**src/rtl/display_pkg.sv**
```systemverilog
// Shared types and constants for the seven-segment scan controller.
package display_pkg;

  typedef enum logic [1:0] {IDLE, BLANK, DRIVE} state_t;

  localparam int         DIGITS  = 8;
  localparam logic [7:0] SEG_OFF = 8'hFF;
  localparam logic [7:0] AN_OFF  = 8'hFF;

  // Index of the most significant non-zero nibble; 0 for a zero value so digit 0 always shows.
  function automatic logic [2:0] lead_digit(input logic [31:0] v);
    logic [2:0] msd;
    msd = '0;
    for (int k = 1; k < DIGITS; k++)
      if (v[4*k +: 4] != 4'h0) msd = 3'(k);
    return msd;
  endfunction

endpackage

```
**src/rtl/BCD7Seg.sv**
```systemverilog
// Hex nibble to active-low g..a segment decoder; blank forces all segments off.
module BCD7Seg (
  input  logic [3:0] digit,
  input  logic       blank,
  output logic [6:0] seg
);

  always_comb begin
    seg = 7'h7F;
    if (!blank) begin
      case (digit)
        4'h0: seg = 7'h40;
        4'h1: seg = 7'h79;
        4'h2: seg = 7'h24;
        4'h3: seg = 7'h30;
        4'h4: seg = 7'h19;
        4'h5: seg = 7'h12;
        4'h6: seg = 7'h02;
        4'h7: seg = 7'h78;
        4'h8: seg = 7'h00;
        4'h9: seg = 7'h10;
        4'hA: seg = 7'h08;
        4'hB: seg = 7'h03;
        4'hC: seg = 7'h46;
        4'hD: seg = 7'h21;
        4'hE: seg = 7'h06;
        4'hF: seg = 7'h0E;
      endcase
    end
  end

endmodule

```
**src/rtl/display_scan_ctrl.sv**
```systemverilog
// 8-digit multiplexed seven-segment scanner with frame-aligned value commit.
// Optional leading-zero suppression when DISPLAY_LZ_BLANK_EN is defined.
module display_scan_ctrl
  import display_pkg::*;
#(
  parameter int DIV          = 50000,
  parameter int BLANK_CYCLES = 500
) (
  input  logic        clk,
  input  logic        rst,
  input  logic        enable,
  input  logic        wr_en,
  input  logic [31:0] wr_data,
  input  logic [7:0]  wr_dp,
  output logic        wr_ready,
  output logic [7:0]  seg,
  output logic [7:0]  an,
  output logic        frame_tick
);

  localparam int CNT_MAX = (DIV > BLANK_CYCLES) ? DIV : BLANK_CYCLES;
  localparam int CW      = $clog2(CNT_MAX);
  localparam logic [CW-1:0] DRIVE_LAST = CW'(DIV - 1);
  localparam logic [CW-1:0] BLANK_LAST = CW'(BLANK_CYCLES - 1);

  state_t          state, state_n;
  logic [2:0]      idx, idx_n;
  logic [CW-1:0]   cnt, cnt_n;
  logic            frame_end;

  logic [31:0]     value, pend_value;
  logic [7:0]      dp, pend_dp;
  logic            pend_valid;
  logic            accept, commit;

  logic [3:0]      nibble;
  logic            blank;
  logic [6:0]      dec;
  logic [7:0]      seg_n, an_n;

  always_comb begin
    state_n   = state;
    idx_n     = idx;
    cnt_n     = cnt;
    frame_end = 1'b0;
    if (!enable) begin
      state_n = IDLE;
      idx_n   = '0;
      cnt_n   = '0;
    end else begin
      case (state)
        IDLE: begin
          state_n = BLANK;
          idx_n   = '0;
          cnt_n   = '0;
        end
        BLANK: begin
          if (cnt == BLANK_LAST) begin
            state_n = DRIVE;
            cnt_n   = '0;
          end else begin
            cnt_n = cnt + 1'b1;
          end
        end
        DRIVE: begin
          if (cnt == DRIVE_LAST) begin
            state_n   = BLANK;
            cnt_n     = '0;
            idx_n     = idx + 1'b1;
            frame_end = (idx == 3'(DIGITS - 1));
          end else begin
            cnt_n = cnt + 1'b1;
          end
        end
        default: begin
          state_n = IDLE;
          idx_n   = '0;
          cnt_n   = '0;
        end
      endcase
    end
  end

  assign frame_tick = frame_end;
  assign wr_ready   = ~pend_valid;
  assign accept     = wr_en & ~pend_valid;
  // Pending load only lands between frames (or while dark) so a frame never mixes values.
  assign commit     = pend_valid & (frame_end | (state == IDLE));

  assign nibble = value[{idx, 2'b00} +: 4];

`ifdef DISPLAY_LZ_BLANK_EN
  assign blank = (idx > lead_digit(value));
`else
  assign blank = 1'b0;
`endif

  BCD7Seg u_dec (
    .digit (nibble),
    .blank (blank),
    .seg   (dec)
  );

  always_comb begin
    seg_n = SEG_OFF;
    an_n  = AN_OFF;
    if (state == DRIVE) begin
      an_n[idx] = 1'b0;
      seg_n     = {~dp[idx], dec};
    end
  end

  always_ff @(posedge clk) begin
    if (rst) begin
      state      <= IDLE;
      idx        <= '0;
      cnt        <= '0;
      seg        <= SEG_OFF;
      an         <= AN_OFF;
      value      <= '0;
      dp         <= '0;
      pend_value <= '0;
      pend_dp    <= '0;
      pend_valid <= 1'b0;
    end else begin
      state <= state_n;
      idx   <= idx_n;
      cnt   <= cnt_n;
      seg   <= seg_n;
      an    <= an_n;
      if (accept) begin
        pend_value <= wr_data;
        pend_dp    <= wr_dp;
        pend_valid <= 1'b1;
      end else if (commit) begin
        value      <= pend_value;
        dp         <= pend_dp;
        pend_valid <= 1'b0;
      end
    end
  end

endmodule

```
**config.mk**
```make
export PLATFORM = sky130hd
export DESIGN_NAME = display_scan_ctrl
export DESIGN_NICKNAME = d
export VERILOG_FILES = /design/src/rtl/display_pkg.sv /design/src/rtl/BCD7Seg.sv /design/src/rtl/display_scan_ctrl.sv
export SDC_FILE = /design/constraint.sdc
export NUM_CORES = 1
export LEC_CHECK = 0
export ABC_AREA = 1
export CORE_MARGIN = 2
export CORE_UTILIZATION = 57
export CTS_BUF_LIST = sky130_fd_sc_hd__clkbuf_8
export CTS_CLUSTER_DIAMETER = 150
export DETAILED_ROUTE_END_ITERATION = 10
export PLACE_DENSITY = 0.82
export SLEW_MARGIN = 20
export SYNTH_ARGS = -nofsm -noshare
export SYNTH_HDL_FRONTEND = slang
export SYNTH_HIERARCHICAL = 1
export SYNTH_SLANG_ARGS = --single-unit
```
**constraint.sdc**
```tcl
create_clock -name clk -period 2.6 [get_ports clk]
set_input_delay 0.52 -clock clk [delete_from_list [all_inputs] [get_ports clk]]
set_output_delay 0.52 -clock clk [all_outputs]
set_load 0.01 [all_outputs]
```
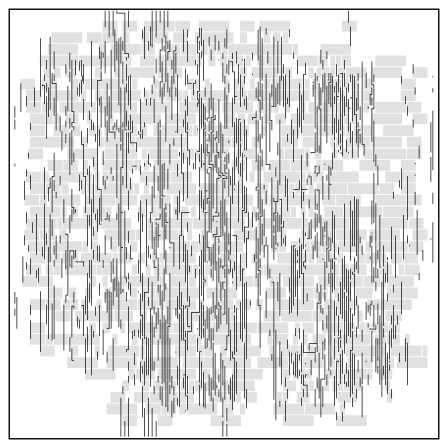
**Above:** run 1 (the metal 2 layer).
Cells faint in the background.
wire length on this layer: 5370 um
nets with wire on the layer: 649
share of all routed wire: 48%
longest straight run: 29.6 um
main direction: vertical
Total Wirelength: 11180 um
vias: 4727
GRT met2 Usage: 35.42%

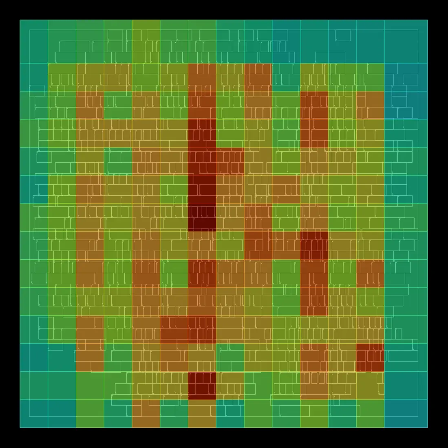
**Above:** run 1 (track usage over the die).
met1 usage: 30.79%
utilization after layout: 69.64%
GRT Total Usage: 22.54%

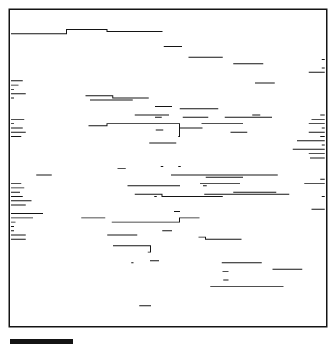
**Above:** run 1 (the metal 3 layer).
Scale bar: 20 um.
main direction: horizontal
wire length on this layer: 662 um
GRT met3 Usage: 5.292%

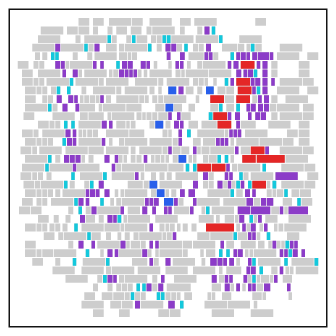
**Above:** run 1 (selected gate families).
| family | color | cells |
|---|---|---|
| inv cells | cyan | 75 |
| nand cells | purple | 195 |
| non-inverting ao/oa cells | blue | 8 |
| fa/ha/maj cells | red | 14 |
final non-filler cell total: 892
Commonest Layout Cell: dfxtp_1

==> metrics.csv, run 1 <==
metric,value,unit
wl_met3,662,um
clk_latency,0.43,ns
crit_path_top_delay_cell,clkdlybuf4s50_1,
drive_gt1_share,9.603,%
p_comb_share,12.9,%
ys_seq_share,44.64,%
fin_crit,2.526,ns
ys_sh_mux,0,%
regArea,0.002369,sq mm
wl_per_cell,12.53,um
max_freq,395.9,MHz
post-place-cells,860,
maxSlewViolCount,0,
vdd_drop_max,0.3226,mV
final_nets,826,
crit_chain,ha_4 -> nand3_4 -> nor2_4 -> nand3_4 -> inv_1 -> clkdlybuf4s50_1,
fin_crit_sh,97.15,%
cp.required,2.08,ns
r2r-end,seg[3]$_SDFF_PP1_,
postCtsSetupBuffers,0,
holdCritStartpoint,pend_value[16]$_SDFFE_PP0P_,
adder_share,3.310,%
cts_max_level,4,
layout_top_cells,"115 x dfxtp_1, 109 x nand2_1, 90 x a21oi_1",
synth-edff-count,0,
hold_path_end,pend_value[16]$_SDFFE_PP0P_,
antenna_found_initial,0,
avgSynthCellArea,7.390,sq um
ys_types,37,
status,"complete, no violations",
core,0.009109,sq mm
cp.buffers_inverters,2,
critPathLaunch,cnt[0]$_SDFF_PP0_,
pin_count,62,
top_area_cell,dfxtp_1,
flop_cell,dfxtp_1,
-- run 1: timing repair --
| action | in CTS | in global routing |
|---|---|---|
| setup endpoints to repair | 1 | 3 |
| gates resized | 5 | 6 |
| gates cloned | 0 | 0 |
-- run 1: area by class of cell --
| class | count | share of cell area (%) |
|---|---|---|
| multi-input cells | 483 | 38.80 |
| clock buffers | 17 | 3.688 |
| well taps | 111 | 2.189 |
| clock inverters | 15 | 2.110 |
| flip-flops and latches | 118 | 37.34 |
| repair buffers | 73 | 11.44 |
| inverters | 75 | 4.438 |
-- run 1: state kept, by name, indices dropped and copies added (netlist names) --
name	cells
idx	3
an	8
pend_dp	8
dp	8
pend_valid	1
value	32
pend_value	32
state	2
seg	8
cnt	16
==> run 2: changes to the inputs <==
- TNS_END_PERCENT: not set -> 10
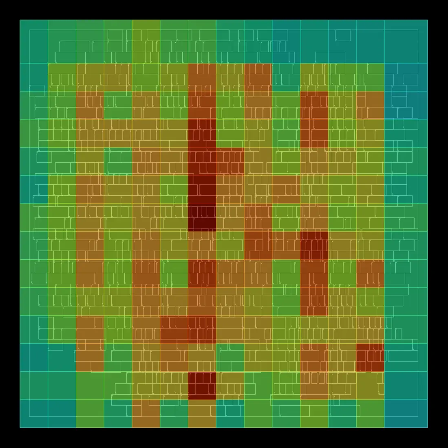
**Above:** run 2 (track usage over the die).
Avg WL per Cell: 12.53 um
global route hottest layer: met2

==> metrics.csv, run 2 <==
metric,value,unit,change
die-height,100.4,um,unchanged
clk_latency,0.43,ns,about the same
max_freq,395.9,MHz,unchanged
status,"complete, no violations",,unchanged
layout_top_cells,"115 x dfxtp_1, 109 x nand2_1, 90 x a21oi_1",,unchanged
grt_use_total,22.54,%,unchanged
met1_usage,30.79,%,unchanged
wl_met3,662,um,unchanged
antenna_found_initial,0,,unchanged
lay_top_count,dfxtp_1,,unchanged
fin_cells,892,,unchanged
power-top-group,registers,,unchanged
powerComb,0.520,mW,about the same
grt_use_met2,35.42,%,unchanged
core,0.009109,sq mm,unchanged
ys_sh_mux,0,%,unchanged
final_core_util,69.64,%,unchanged
adder_share,3.310,%,unchanged
cts_root_buffer,clkbuf_8,,unchanged
fin_crit,2.526,ns,unchanged
postCtsSetupBuffers,0,,unchanged
cp.buffers_inverters,2,,unchanged
crit_path_top_delay_cell,clkdlybuf4s50_1,,unchanged
avgSynthCellArea,7.390,sq um,unchanged
post-place-cells,860,,unchanged
setup.worst_path.end_class,primary output,,unchanged
fin_crit_sh,97.15,%,unchanged
vdd_drop_max,0.3226,mV,unchanged
cts_resized,5,,unchanged
postRouteWirelength,11180,um,unchanged
p_int,2.833,mW,unchanged
p_comb_share,12.9,%,about the same
flop_cell,dfxtp_1,,unchanged
topCellsByArea,"dfxtp_1 45%, a21oi_1 8.5%, nand2_1 7.8%",,unchanged
crit_chain,ha_4 -> nand3_4 -> nor2_4 -> nand3_4 -> inv_1 -> clkdlybuf4s50_1,,unchanged
cp.required,2.08,ns,about the same
ys_seq_share,44.64,%,unchanged
use_met3,5.292,%,unchanged
hold_class,reg -> reg,,unchanged
ys_types,37,,unchanged
pin_count,62,,unchanged
drive_gt1_share,9.603,%,unchanged
maxSlewViolCount,0,,unchanged
cts_max_level,4,,unchanged
synth-edff-count,0,,unchanged
final_nets,826,,unchanged
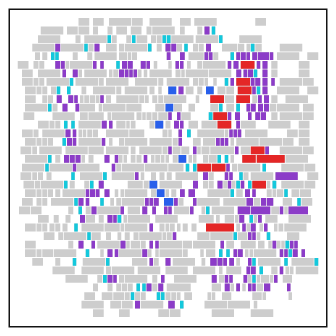
**Above:** run 2 (selected gate families).
| family | color | cells |
|---|---|---|
| non-inverting ao/oa cells | blue | 8 |
| fa/ha/maj cells | red | 14 |
| nand cells | purple | 195 |
| inv cells | cyan | 75 |

run 2: cell counts in the layout (fill, tap and decap cells not counted):
No cell type changed its count.
run 2: path summary, 6_finish.rpt:
check,start,endpoint,slack [ns]
max,cnt[0]$_SDFF_PP0_,frame_tick,0.07
min,pend_value[16]$_SDFFE_PP0P_,pend_value[16]$_SDFFE_PP0P_,0.45
max reg2reg,idx[2]$_SDFFE_PP0P_,seg[3]$_SDFF_PP1_,0.31
min reg2reg,pend_value[16]$_SDFFE_PP0P_,pend_value[16]$_SDFFE_PP0P_,0.45
run 2: cell type report:
class	count	area, sq um
Timing Repair Buffer	73	725.7
Sequential cell	118	2369
Clock buffer	17	234.0
Tap cell	111	138.9
Inverter	75	281.5
Multi-Input combinational cell	483	2461
Fill cell	765	2765
Clock inverter	15	133.9
No activity file was given, so power comes from the tool's default toggle rates.
